$ cat src/rtl/sd_init_ctrl_if.sv
// Command bus between the SD init sequencer and the single-command SPI engine.
interface sd_init_ctrl_if;
  logic [6:0]  cmd;
  logic [31:0] idata;
  logic        cmd_en;
  logic        cmd_rdy;
  logic        cmd_valid_status;
  logic [6:0]  cmd_resp_status;
  logic        data_valid;

  modport master (
    output cmd, idata, cmd_en,
    input  cmd_rdy, cmd_valid_status, cmd_resp_status, data_valid
  );

  modport slave (
    input  cmd, idata, cmd_en,
    output cmd_rdy, cmd_valid_status, cmd_resp_status, data_valid
  );
endinterface

$ cat src/rtl/sd_init_ctrl.sv
// SD-card SPI-mode sequencer: power-up clocks, CMD0, CMD1 polling, then
// CMD17 single-block reads, driving the spi_cmd engine over sd_init_ctrl_if.
module sd_init_ctrl #(
  parameter int unsigned CLK_DIV    = 4,
  parameter int unsigned INIT_CLKS  = 80,
  parameter int unsigned CMD0_RETRY = 8,
  parameter int unsigned CMD1_RETRY = 1000,
  parameter int unsigned GAP_CLKS   = 8,
  parameter int unsigned TIMEOUT    = 65535
) (
  input  logic          clk,
  input  logic          rst_n,
  input  logic          start,
  input  logic          rd_req,
  input  logic [31:0]   rd_addr,
  output logic          rd_ack,
  output logic          rd_done,
  output logic          init_done,
  output logic          busy,
  output logic          err,
  output logic [1:0]    err_code,
  sd_init_ctrl_if.master eng,
  output logic          sclk,
  output logic          cs_n
);

  localparam int unsigned DIV_W    = $clog2(CLK_DIV);
  localparam int unsigned EDGE_MAX = (INIT_CLKS > GAP_CLKS) ? INIT_CLKS : GAP_CLKS;
  localparam int unsigned EDGE_W   = $clog2(EDGE_MAX + 1);
  localparam int unsigned A0_W     = $clog2(CMD0_RETRY + 1);
  localparam int unsigned A1_W     = $clog2(CMD1_RETRY + 1);
  localparam int unsigned WD_W     = $clog2(TIMEOUT + 1);

  localparam logic [DIV_W-1:0]  DIV_LAST  = DIV_W'(CLK_DIV - 1);
  localparam logic [EDGE_W-1:0] EDGE_INIT = EDGE_W'(INIT_CLKS);
  localparam logic [EDGE_W-1:0] EDGE_GAP  = EDGE_W'(GAP_CLKS);
  localparam logic [A0_W-1:0]   A0_LAST   = A0_W'(CMD0_RETRY - 1);
  localparam logic [A0_W-1:0]   A0_MAX    = A0_W'(CMD0_RETRY);
  localparam logic [A1_W-1:0]   A1_LAST   = A1_W'(CMD1_RETRY - 1);
  localparam logic [A1_W-1:0]   A1_MAX    = A1_W'(CMD1_RETRY);
  localparam logic [WD_W-1:0]   WD_LAST   = WD_W'(TIMEOUT - 1);

  localparam logic [2:0] S_IDLE  = 3'd0;
  localparam logic [2:0] S_PWRUP = 3'd1;
  localparam logic [2:0] S_CMD0  = 3'd2;
  localparam logic [2:0] S_CMD1  = 3'd3;
  localparam logic [2:0] S_GAP   = 3'd4;
  localparam logic [2:0] S_READY = 3'd5;
  localparam logic [2:0] S_READ  = 3'd6;
  localparam logic [2:0] S_ERROR = 3'd7;

  logic [2:0]        state, state_nxt, gap_ret;
  logic [1:0]        code_nxt;
  logic [DIV_W-1:0]  div_cnt;
  logic [EDGE_W-1:0] edge_cnt;
  logic [A0_W-1:0]   att0;
  logic [A1_W-1:0]   att1;
  logic [WD_W-1:0]   wdog;
  logic [6:0]        r1;
  logic              r1_got;
  logic [9:0]        dcnt;
  logic              rdy_q;

  logic ent, run_nxt, sclk_rise, cmd_done, rd_fin, tmo;

  assign ent       = (state_nxt != state);
  // sclk runs in every state that is not parked (IDLE, READY, ERROR)
  assign run_nxt   = !(state_nxt == S_IDLE || state_nxt == S_READY || state_nxt == S_ERROR);
  assign sclk_rise = run_nxt && (div_cnt == DIV_LAST) && !sclk;
  assign cmd_done  = eng.cmd_en && r1_got && eng.cmd_rdy;
  assign rd_fin    = eng.cmd_en && eng.cmd_rdy && !rdy_q;
  assign tmo       = eng.cmd_en && (wdog == WD_LAST);

  // Next-state and error-code selection; timeout outranks completion
  always_comb begin
    state_nxt = state;
    code_nxt  = err_code;
    case (state)
      S_IDLE:  if (start) state_nxt = S_PWRUP;
      S_PWRUP: if (edge_cnt == EDGE_INIT) state_nxt = S_CMD0;
      S_CMD0: begin
        if (tmo) begin
          state_nxt = S_ERROR;
          code_nxt  = 2'd3;
        end else if (cmd_done) begin
          if (r1 == 7'h01)         state_nxt = S_CMD1;
          else if (att0 < A0_LAST) state_nxt = S_GAP;
          else begin
            state_nxt = S_ERROR;
            code_nxt  = 2'd1;
          end
        end
      end
      S_CMD1: begin
        if (tmo) begin
          state_nxt = S_ERROR;
          code_nxt  = 2'd3;
        end else if (cmd_done) begin
          if (r1 == 7'h00)                          state_nxt = S_READY;
          else if (r1 == 7'h01 && att1 < A1_LAST)  state_nxt = S_GAP;
          else begin
            state_nxt = S_ERROR;
            code_nxt  = 2'd2;
          end
        end
      end
      S_GAP:   if (edge_cnt == EDGE_GAP) state_nxt = gap_ret;
      S_READY: if (rd_req) state_nxt = S_READ;
      S_READ: begin
        if (tmo) begin
          state_nxt = S_ERROR;
          code_nxt  = 2'd3;
        end else if (rd_fin) begin
          if (dcnt == 10'd512 && !(r1_got && r1 != 7'h00)) state_nxt = S_READY;
          else begin
            state_nxt = S_ERROR;
            code_nxt  = 2'd3;
          end
        end
      end
      S_ERROR: if (start) begin
        state_nxt = S_PWRUP;
        code_nxt  = 2'd0;
      end
      default: state_nxt = S_IDLE;
    endcase
  end

  // State, counters and registered outputs; outputs follow the next state so
  // they change on the same edge as the state register
  always_ff @(posedge clk or negedge rst_n) begin
    if (!rst_n) begin
      state     <= S_IDLE;
      gap_ret   <= S_IDLE;
      err_code  <= '0;
      div_cnt   <= '0;
      edge_cnt  <= '0;
      att0      <= '0;
      att1      <= '0;
      wdog      <= '0;
      r1        <= '0;
      r1_got    <= 1'b0;
      dcnt      <= '0;
      rdy_q     <= 1'b0;
      sclk      <= 1'b1;
      cs_n      <= 1'b1;
      eng.cmd_en <= 1'b0;
      eng.cmd   <= '0;
      eng.idata <= '0;
      rd_ack    <= 1'b0;
      rd_done   <= 1'b0;
      init_done <= 1'b0;
      busy      <= 1'b0;
      err       <= 1'b0;
    end else begin
      state    <= state_nxt;
      err_code <= code_nxt;
      rdy_q    <= eng.cmd_rdy;
      if (ent && state_nxt == S_GAP) gap_ret <= state;

      if (!run_nxt) begin
        sclk    <= 1'b1;
        div_cnt <= '0;
      end else if (div_cnt == DIV_LAST) begin
        sclk    <= ~sclk;
        div_cnt <= '0;
      end else begin
        div_cnt <= div_cnt + 1'b1;
      end

      if (ent)            edge_cnt <= '0;
      else if (sclk_rise) edge_cnt <= edge_cnt + 1'b1;

      if (ent)             wdog <= '0;
      else if (eng.cmd_en) wdog <= wdog + 1'b1;

      if (ent) begin
        r1     <= '0;
        r1_got <= 1'b0;
      end else if (eng.cmd_en && eng.cmd_valid_status) begin
        r1     <= eng.cmd_resp_status;
        r1_got <= 1'b1;
      end

      if (ent)                                  dcnt <= '0;
      else if (state == S_READ && eng.data_valid) dcnt <= dcnt + 1'b1;

      if (state_nxt == S_PWRUP && ent) begin
        att0 <= '0;
        att1 <= '0;
      end else if (state == S_CMD0 && cmd_done && !tmo) begin
        if (att0 != A0_MAX) att0 <= att0 + 1'b1;
        if (state_nxt == S_CMD1) att1 <= '0;
      end else if (state == S_CMD1 && cmd_done && !tmo) begin
        if (att1 != A1_MAX) att1 <= att1 + 1'b1;
      end

      eng.cmd_en <= !ent && (state == S_CMD0 || state == S_CMD1 || state == S_READ);
      case (state_nxt)
        S_CMD0:  eng.cmd <= 7'd0;
        S_CMD1:  eng.cmd <= 7'd1;
        S_READ:  eng.cmd <= 7'd17;
        default: ;
      endcase
      if (state == S_READY && state_nxt == S_READ)      eng.idata <= rd_addr;
      else if (state_nxt == S_CMD0 || state_nxt == S_CMD1) eng.idata <= '0;

      cs_n      <= (state_nxt == S_IDLE || state_nxt == S_PWRUP || state_nxt == S_ERROR);
      rd_ack    <= (state == S_READY) && (state_nxt == S_READ);
      rd_done   <= (state == S_READ) && ent;
      init_done <= (state_nxt == S_READY || state_nxt == S_READ);
      busy      <= run_nxt;
      err       <= (state_nxt == S_ERROR);
    end
  end

endmodule

$ cat src/flat_wrapper.sv
// flat-port wrapper written by rule: the top's interface ports become plain ports
module sd_init_ctrl_flat 
#(
  parameter int unsigned CLK_DIV    = 4,
  parameter int unsigned INIT_CLKS  = 80,
  parameter int unsigned CMD0_RETRY = 8,
  parameter int unsigned CMD1_RETRY = 1000,
  parameter int unsigned GAP_CLKS   = 8,
  parameter int unsigned TIMEOUT    = 65535
)
  (clk, rst_n, start, rd_req, rd_addr, rd_ack, rd_done, init_done, busy, err, err_code, sclk, cs_n, eng_cmd, eng_idata, eng_cmd_en, eng_cmd_rdy, eng_cmd_valid_status, eng_cmd_resp_status, eng_data_valid);
  sd_init_ctrl_if eng_i ();
  input  logic clk;
  input  logic rst_n;
  input  logic start;
  input  logic rd_req;
  input  logic [31:0] rd_addr;
  output logic rd_ack;
  output logic rd_done;
  output logic init_done;
  output logic busy;
  output logic err;
  output logic [1:0] err_code;
  output logic sclk;
  output logic cs_n;
  output wire logic [$bits(eng_i.cmd)-1:0] eng_cmd;
  output wire logic [$bits(eng_i.idata)-1:0] eng_idata;
  output wire logic [$bits(eng_i.cmd_en)-1:0] eng_cmd_en;
  input wire logic [$bits(eng_i.cmd_rdy)-1:0] eng_cmd_rdy;
  input wire logic [$bits(eng_i.cmd_valid_status)-1:0] eng_cmd_valid_status;
  input wire logic [$bits(eng_i.cmd_resp_status)-1:0] eng_cmd_resp_status;
  input wire logic [$bits(eng_i.data_valid)-1:0] eng_data_valid;
  assign eng_cmd = eng_i.cmd;
  assign eng_idata = eng_i.idata;
  assign eng_cmd_en = eng_i.cmd_en;
  assign eng_i.cmd_rdy = eng_cmd_rdy;
  assign eng_i.cmd_valid_status = eng_cmd_valid_status;
  assign eng_i.cmd_resp_status = eng_cmd_resp_status;
  assign eng_i.data_valid = eng_data_valid;
  sd_init_ctrl #(.CLK_DIV(CLK_DIV), .INIT_CLKS(INIT_CLKS), .CMD0_RETRY(CMD0_RETRY), .CMD1_RETRY(CMD1_RETRY), .GAP_CLKS(GAP_CLKS), .TIMEOUT(TIMEOUT)) u_core (.clk(clk), .rst_n(rst_n), .start(start), .rd_req(rd_req), .rd_addr(rd_addr), .rd_ack(rd_ack), .rd_done(rd_done), .init_done(init_done), .busy(busy), .err(err), .err_code(err_code), .eng(eng_i), .sclk(sclk), .cs_n(cs_n));
endmodule
$ cat config.mk
export PLATFORM = sky130hd
export DESIGN_NAME = sd_init_ctrl_flat
export DESIGN_NICKNAME = d
export VERILOG_FILES = /design/src/rtl/sd_init_ctrl_if.sv /design/src/rtl/sd_init_ctrl.sv /design/src/flat_wrapper.sv
export SDC_FILE = /design/constraint.sdc
export NUM_CORES = 1
export LEC_CHECK = 0
export CAP_MARGIN = 20
export CORE_MARGIN = 2
export CORE_UTILIZATION = 50
export DETAILED_ROUTE_END_ITERATION = 6
export MAX_ROUTING_LAYER = met4
export PLACE_DENSITY = 0.76
export SLEW_MARGIN = 10
export SYNTH_ARGS = -nofsm -noshare
export SYNTH_HDL_FRONTEND = slang
export SYNTH_SLANG_ARGS = --single-unit
$ cat constraint.sdc
create_clock -name clk -period 3.3 [get_ports clk]
set_input_delay 0.66 -clock clk [delete_from_list [all_inputs] [get_ports clk]]
set_output_delay 0.66 -clock clk [all_outputs]
set_load 0.01 [all_outputs]
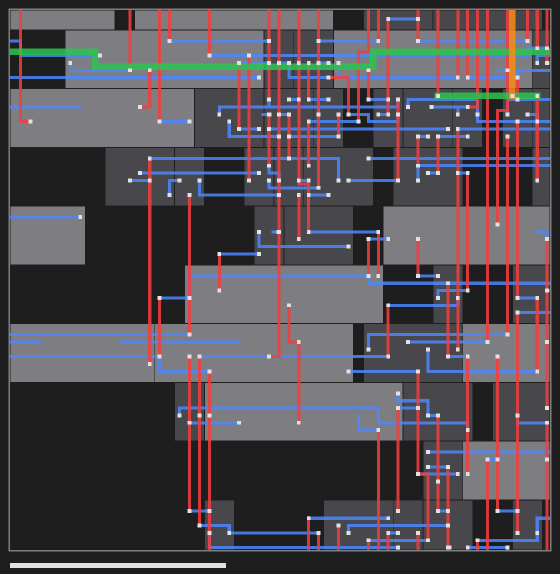
**Above:** run 1 (layout detail).
Bar = 10 µm. Window x 14 to 39, y 14 to 39 µm. Cells in grey, sequential cells in the stronger grey; small squares are vias.
met4: in orange. met1: in blue. met3: in green. met2: in red.
Most frequent: nor2_1 (11), dfrtp_1 (8), xor2_1 (4). Netlist names of flops here include `u_core.wdog` (4), `u_core.dcnt` (2), `u_core.eng.idata` (2). 36 logic cells have their middle in the window. Sequential cells in the window: 8.

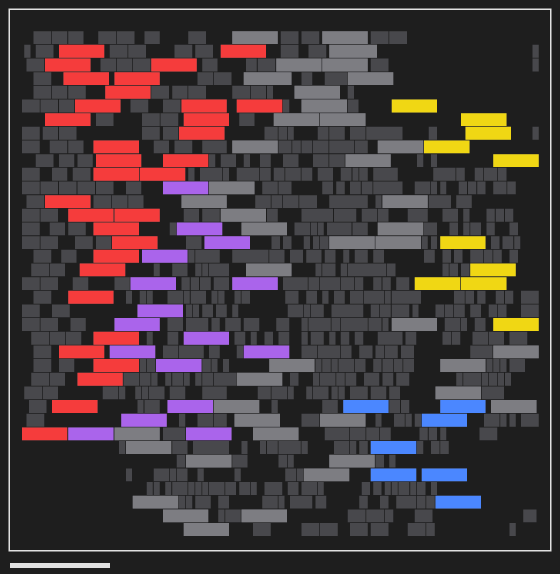
**Above:** run 1 (register map, names as in the netlist).
Bar = 20 µm. Other sequential cells in the stronger grey, the rest of the logic in the fainter grey.
`u_core.eng.idata`: in red, placed flops 32. `u_core.att1`: in yellow, placed flops 10. `u_core.r1`: in blue, placed flops 7, where lower right. `u_core.wdog`: in purple, placed flops 16.

==> flow_metrics.env, run 1 <==
# yosys + openroad results
export IMPL_grt_max_degree=60
export IMPL_rrSetupSlack_ps=330
export IMPL_ctsLongestPathBuffers=2
export IMPL_finalClockPeriodUsage=0.913
export IMPL_placed_area_um2=6420
export IMPL_cts_tree="yes"
export IMPL_postCtsHoldBufs=0
export IMPL_top_regs="u_core.eng.idata: 32 flops, u_core.wdog: 16 flops"
export IMPL_grt_pass1_vias=4233
export IMPL_warning_count=31
export IMPL_finalMaxSlewViolations=0
export IMPL_power_mw=4.71
export IMPL_synthCells=526
export IMPL_h_tree_depth=3
export IMPL_startpoint_type="input port"
export IMPL_slew_headroom=0.571
export IMPL_setup_viol=0
export IMPL_top_area_frac=0.495
export IMPL_flop_cell="dfrtp_1"
export IMPL_m1WireLength_um=5450
export IMPL_drv_cap=0
export IMPL_avgSynthCellArea_um2=10.2
export IMPL_final_util=0.639
export IMPL_critPathBufInv=2
export IMPL_root_buffer="clkbuf_8"
export IMPL_ys_area_um2=5360
export IMPL_clk_latency_ps=380
export IMPL_gp_congestion=0.985
export IMPL_track_usage=0.224
export IMPL_rr_worst_depth=11
export IMPL_top_register="u_core.eng.idata"
export IMPL_fp_dieH_um=108
export IMPL_ir_drop_mv=0.411
export IMPL_cp_cell_sequence="clkdlybuf4s50_1 > nand4b_1 > a21oi_1 > nor3_1 > nor4_4 > nand2_4 > nand2_2 > inv_2 > a31o_4 > nor4_4 > mux2_1"
export IMPL_outcome="completed"
export IMPL_layout_top_cell="dfrtp_1"
export IMPL_first_iter_violations=334
export IMPL_crit_required_ps=3570
export IMPL_top_area_cell="dfrtp_1"
export IMPL_worst_pin_slew_ps=644
export IMPL_mostFrequentLayoutCells="dfrtp_1 (106), clkdlybuf4s50_1 (88), nor2_1 (56), nand2_1 (38), a22o_1 (33)"
export IMPL_layout_drive_gt1_share=0.0949
export IMPL_port_buffers=89
export IMPL_top_cells_by_count="dfrtp_1 (106), nor2_1 (58), nand2_1 (38)"
export IMPL_ys_types=70
export IMPL_cts_sinks=108
export IMPL_row_count=37
export IMPL_async_flop_share=1.00
export IMPL_power_density_nw_per_um2=711
export IMPL_rsz0062_at_grt="false"
export IMPL_coreArea_um2=10400
export IMPL_end_kind="flop"
export IMPL_die_width_um=108
export IMPL_min_period_ps=3010
export IMPL_cts_repair_resize_count=0
export IMPL_ant_nets=0
export IMPL_mi_logic_area_um2=2440
export IMPL_hold_path_class="input port to async pin"
export IMPL_die_area_um2=11600
export IMPL_num_vias=4389
export IMPL_wl_met2_um=5860
export IMPL_ys_seq_frac=0.505
export IMPL_synthAoiAreaFrac=0.149
export IMPL_ys_sh_mux=0.00771
export IMPL_largest_reg_flops=32
export IMPL_nets=674
export IMPL_finClkSkew_ps=11.0
export IMPL_clk_pin_slew_worst_paths_ps=110
export IMPL_avgRoutedWirePerCell_um=16.0
export IMPL_yosys_warnings=0
export IMPL_netlist_area_um2=5360
export IMPL_xor_area_frac=0.0507
export IMPL_wl_met3_um=599
export IMPL_ys_cells=526
export IMPL_synthTopLogicFamily="simple AND/OR/NAND/NOR gates"
export IMPL_initCoreUtil=0.517
export IMPL_ys_sh_simple=0.217
export IMPL_grt_antenna_before_repair=0
export IMPL_top_cell="dfrtp_1"
export IMPL_area_growth_pct=23.7
export IMPL_viasPerCell=5.79
export IMPL_cp_max_fo=6
export IMPL_drc=0
export IMPL_path_delay_family="simple AND/OR/NAND/NOR gates"
export IMPL_edf_count=0
export IMPL_pin_count=95
export IMPL_routed_wl_um=12200
export IMPL_final_area_um2=6630
export IMPL_ys_flops=108
export IMPL_flop_area_um2=2710
export IMPL_worstPathArrival_ps=3280
export IMPL_drtPass1Iterations=4
export IMPL_dp_hpwl_um=8580
export IMPL_cts_buffers=9
export IMPL_grt_pass1_wl_um=20300
export IMPL_leakage_nw=2.85
export IMPL_grt_overflow=0
export IMPL_critical_path_most_common_cell="nor4_4"
export IMPL_nFillCells=818
export IMPL_top_cells_by_area="dfrtp_1 (50%), a22o_1 (5.4%), nor2_1 (4.1%)"
export IMPL_critPathMaxStageDelay_ps=530
export IMPL_top_layer="met4"
export IMPL_slowest_stage="clkdlybuf4s50_1"
export IMPL_crit_type="input port to flop"
export IMPL_synth_adder_area_share=0.0257
export IMPL_path_depth=11
export IMPL_cts_setup_buffers=0
export IMPL_max_freq_mhz=332
export IMPL_antennaDiodeCount=0
export IMPL_finalHoldViolations=0
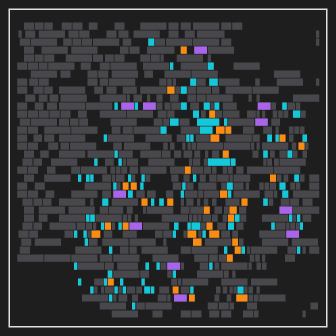
**Above:** run 1 (gate families picked out).
adder and majority cells: in purple, cells 11, most used ha_1. NOR gates: in cyan, cells 93, most used nor2_1. AND and OR gates: in orange, cells 34, most used and3_1.

## run 1: final timing paths
kind,start,endpoint
max in group asynchronous,rst_n,u_core.wdog[11]$_DFFE_PN0P_
worst max register to register,u_core.att1[0]$_DFFE_PN0P_,u_core.gap_ret[0]$_DFFE_PN0P_
worst min register to register,u_core.div_cnt[0]$_DFF_PN0_,u_core.div_cnt[0]$_DFF_PN0_
min in group clk,u_core.div_cnt[0]$_DFF_PN0_,u_core.div_cnt[0]$_DFF_PN0_
worst max-delay path,eng_cmd_rdy,u_core.gap_ret[0]$_DFFE_PN0P_
worst min-delay path,rst_n,u_core.r1[3]$_DFFE_PN0P_
## run 1: cells by family after synthesis
logic type / after synthesis
flops: 108
buf+inv: 49
other cells: 1
simple gates: 216
compound gates: 106
fa+ha+maj: 11
xor+xnor: 31
mux: 4
## run 1: routing by layer
metal / GRT usage / vias to the layer above
met5: - / -
met4: 0.0614 / 0
met3: 0.0381 / 29
met2: 0.342 / 159
met1: 0.313 / 2145
li1: - / 2056
## run 1: power breakdown
group	switching [mW]	total [mW]	internal, mW
Clock	0.499	0.798	0.299
Sequential	0.234	1.85	1.62
Combinational	1.09	2.06	0.967
## run 1: area by class of cell
cell class                      instances  share of cell area
Clock buffer                            9              0.0187
Clock inverter                          7              0.0117
Inverter                               22              0.0125
Multi-Input combinational cell        373               0.368
Sequential cell                       108               0.408
Tap cell                              136              0.0257
Timing Repair Buffer                  103               0.156
## run 1: through the flow
step	hold slack (ps)	setup WS, ps	instances	TNS, ps
2_1_floorplan	364	583	530	0
3_3_place_gp	441	53.1	742	0
3_5_place_dp	453	-10.1	742	-10.1
4_1_cts	317	341	758	0
5_1_grt	349	76.1	758	0
6_report	294	288	758	0
==> inputs of run 2 (changes only) <==
Settings changed: SKIP_CTS_REPAIR_TIMING set to 1.
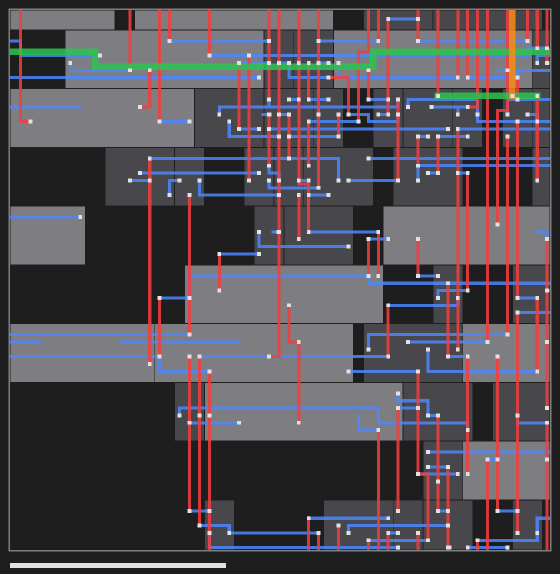
**Above:** run 2 (layout detail).
Bar = 10 µm. Window x 14 to 39, y 14 to 39 µm. Cells in grey, sequential cells in the stronger grey; small squares are vias.
met2: in red. met1: in blue. met3: in green. met4: in orange.
Sequential cells in the window: 8. Most frequent: nor2_1 (11), dfrtp_1 (8), xor2_1 (4). Netlist names of flops here include `u_core.wdog` (4), `u_core.dcnt` (2), `u_core.eng.idata` (2). 36 logic cells have their middle in the window.

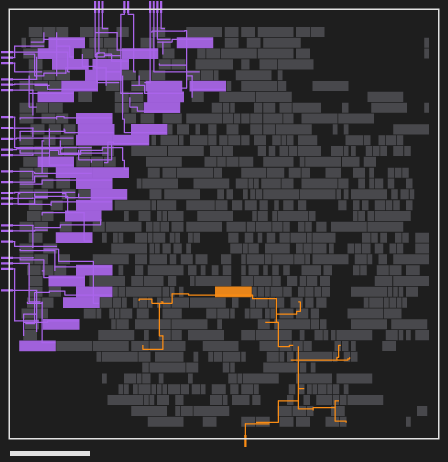
**Above:** run 2 (port wiring).
Bar = 20 µm.
`eng_cmd_en`: in orange, bits 1, direction output, edge bottom, end cells 1, buffers 2, wire 169 µm. `eng_idata`: in purple, bits 32, direction output, edge 23 left, 9 top, end cells 32, buffers 32, wire 1150 µm.

==> run 2 against run 1 <==
Sequential share of layout area unchanged. Critical path type unchanged. Sequential power about the same. Synthesized cell count stayed put. Count of clock-buffer cells in the layout did not move. Highest routed layer unchanged. Die size is the same. Core utilization unchanged.
==> flow_metrics.env, run 2 <==
# yosys + openroad results
export IMPL_grt_pass1_wl_um=20300
export IMPL_min_period_ps=3010
export IMPL_track_usage=0.224
export IMPL_fin_setup_tns_ps=0
export IMPL_warning_count=31
export IMPL_ys_seq_frac=0.505
export IMPL_startpoint_type="input port"
export IMPL_ys_sh_mux=0.00771
export IMPL_area_growth_pct=23.7
export IMPL_finClkSkew_ps=11.0
export IMPL_hold_path_class="input port to async pin"
export IMPL_drtPass1Iterations=4
export IMPL_cp_cell_sequence="clkdlybuf4s50_1 > nand4b_1 > a21oi_1 > nor3_1 > nor4_4 > nand2_4 > nand2_2 > inv_2 > a31o_4 > nor4_4 > mux2_1"
export IMPL_synthCells=526
export IMPL_fin_cells=758
export IMPL_row_count=37
export IMPL_initCoreUtil=0.517
export IMPL_netlist_area_um2=5360
export IMPL_outcome="completed"
export IMPL_rr_worst_depth=11
export IMPL_max_freq_mhz=332
export IMPL_setup_ws_ps=288
export IMPL_first_iter_violations=334
export IMPL_xor_area_frac=0.0507
export IMPL_slowest_stage="clkdlybuf4s50_1"
export IMPL_cts_tree="yes"
export IMPL_ys_flops=108
export IMPL_port_buffers=89
export IMPL_root_buffer="clkbuf_8"
export IMPL_leakage_nw=2.85
export IMPL_num_vias=4389
export IMPL_avgSynthCellArea_um2=10.2
export IMPL_ir_drop_mv=0.411
export IMPL_ant_nets=0
export IMPL_ctsLongestPathBuffers=2
export IMPL_ys_sh_simple=0.217
export IMPL_rsz0062_at_grt="false"
export IMPL_drv_cap=0
export IMPL_rr_endpoint="u_core.gap_ret[0]$_DFFE_PN0P_"
export IMPL_flop_cell="dfrtp_1"
export IMPL_placed_area_um2=6420
export IMPL_top_cells_by_count="dfrtp_1 (106), nor2_1 (58), nand2_1 (38)"
export IMPL_cts_sinks=108
export IMPL_crit_required_ps=3570
export IMPL_h_tree_depth=3
export IMPL_ys_area_um2=5360
export IMPL_worstPathArrival_ps=3280
export IMPL_grt_antenna_before_repair=0
export IMPL_crit_type="input port to flop"
export IMPL_yosys_warnings=0
export IMPL_setup_viol=0
export IMPL_drc=0
export IMPL_finalMaxSlewViolations=0
export IMPL_top_area_cell="dfrtp_1"
export IMPL_top_cell="dfrtp_1"
export IMPL_async_flop_share=1.00
export IMPL_grt_pass1_vias=4233
export IMPL_largest_reg_flops=32
export IMPL_die_width_um=108
export IMPL_layout_drive_gt1_share=0.0949
export IMPL_coreArea_um2=10400
export IMPL_avgRoutedWirePerCell_um=16.0
export IMPL_gp_congestion=0.985
export IMPL_top_area_frac=0.495
export IMPL_fp_dieH_um=108
export IMPL_synth_adder_area_share=0.0257
export IMPL_pin_count=95
export IMPL_power_mw=4.71
export IMPL_top_cells_by_area="dfrtp_1 (50%), a22o_1 (5.4%), nor2_1 (4.1%)"
export IMPL_clk_latency_ps=380
export IMPL_finalHoldViolations=0
export IMPL_slew_headroom=0.571
export IMPL_grt_overflow=0
export IMPL_rrSetupSlack_ps=330
export IMPL_critPathMaxStageDelay_ps=530
export IMPL_antennaDiodeCount=0
export IMPL_cp_max_fo=6
export IMPL_top_register="u_core.eng.idata"
export IMPL_nets=674
export IMPL_place_inst=742
export IMPL_edf_count=0
export IMPL_cts_buffers=9
export IMPL_finalClockPeriodUsage=0.913
export IMPL_critical_path_most_common_cell="nor4_4"
export IMPL_mostFrequentLayoutCells="dfrtp_1 (106), clkdlybuf4s50_1 (88), nor2_1 (56), nand2_1 (38), a22o_1 (33)"
export IMPL_synthAoiAreaFrac=0.149
export IMPL_layout_top_cell="dfrtp_1"
export IMPL_top_regs="u_core.eng.idata: 32 flops, u_core.wdog: 16 flops"
export IMPL_power_density_nw_per_um2=711
export IMPL_synthTopLogicFamily="simple AND/OR/NAND/NOR gates"
export IMPL_ys_types=70
export IMPL_viasPerCell=5.79
export IMPL_worst_pin_slew_ps=644
export IMPL_dp_hpwl_um=8580
export IMPL_ys_cells=526
export IMPL_post_place_ws_ps=-10.1
export IMPL_clk_pin_slew_worst_paths_ps=110
export IMPL_die_area_um2=11600
export IMPL_hold_slack_ps=294
export IMPL_r2r_start="u_core.att1[0]$_DFFE_PN0P_"
export IMPL_final_area_um2=6630
export IMPL_end_kind="flop"
export IMPL_final_util=0.639
export IMPL_routed_wl_um=12200
export IMPL_grt_max_degree=60
run 2: critical path, delay by kind of cell:
family                 cells  cell delay [ps]
AND-OR/OR-AND              2              510
buffers and inverters      2              590
multiplexers               1              350
AND/OR/NAND/NOR            6             1170
run 2: power breakdown:
| part | total, mW | internal [mW] | switching (mW) |
|---|---|---|---|
| sequential | 1.85 | 1.62 | 0.234 |
| clock | 0.798 | 0.299 | 0.499 |
| combinational | 2.06 | 0.967 | 1.09 |
run 2: area by class of cell:
class | count | area [µm²]
fill | 818 | 3740
sequential | 108 | 2710
multi-input combinational | 373 | 2440
timing repair buffer | 103 | 1030
tap | 136 | 170
clock buffer | 9 | 124
inverter | 22 | 82.6
clock inverter | 7 | 77.6
run 2: metal layers:
layer,vias up,global-route usage,share of wire
li1,2056,-,-
met1,2145,0.313,0.45
met2,159,0.342,0.48
met3,29,0.0381,0.049
met4,0,0.0614,0.020
met5,-,-,0
run 2: worst max-delay path by stage:
stage / startpoint / to / slack, ps / cells past startpoint
6_report: eng_cmd_rdy / u_core.gap_ret[0]$_DFFE_PN0P_ / 290 / 11
5_1_grt: u_core.edge_cnt[0]$_DFFE_PN0P_ / u_core.edge_cnt[3]$_DFFE_PN0P_ / 80 / 10
4_1_cts: eng_cmd_rdy / u_core.gap_ret[0]$_DFFE_PN0P_ / 340 / 11
3_5_place_dp: eng_cmd_rdy / u_core.gap_ret[0]$_DFFE_PN0P_ / -10 / 11
3_3_place_gp: eng_cmd_rdy / u_core.gap_ret[0]$_DFFE_PN0P_ / 50 / 11
2_1_floorplan: u_core.att1[0]$_DFFE_PN0P_ / u_core.gap_ret[0]$_DFFE_PN0P_ / 580 / 11
Power is estimated from default activity; no workload was simulated.
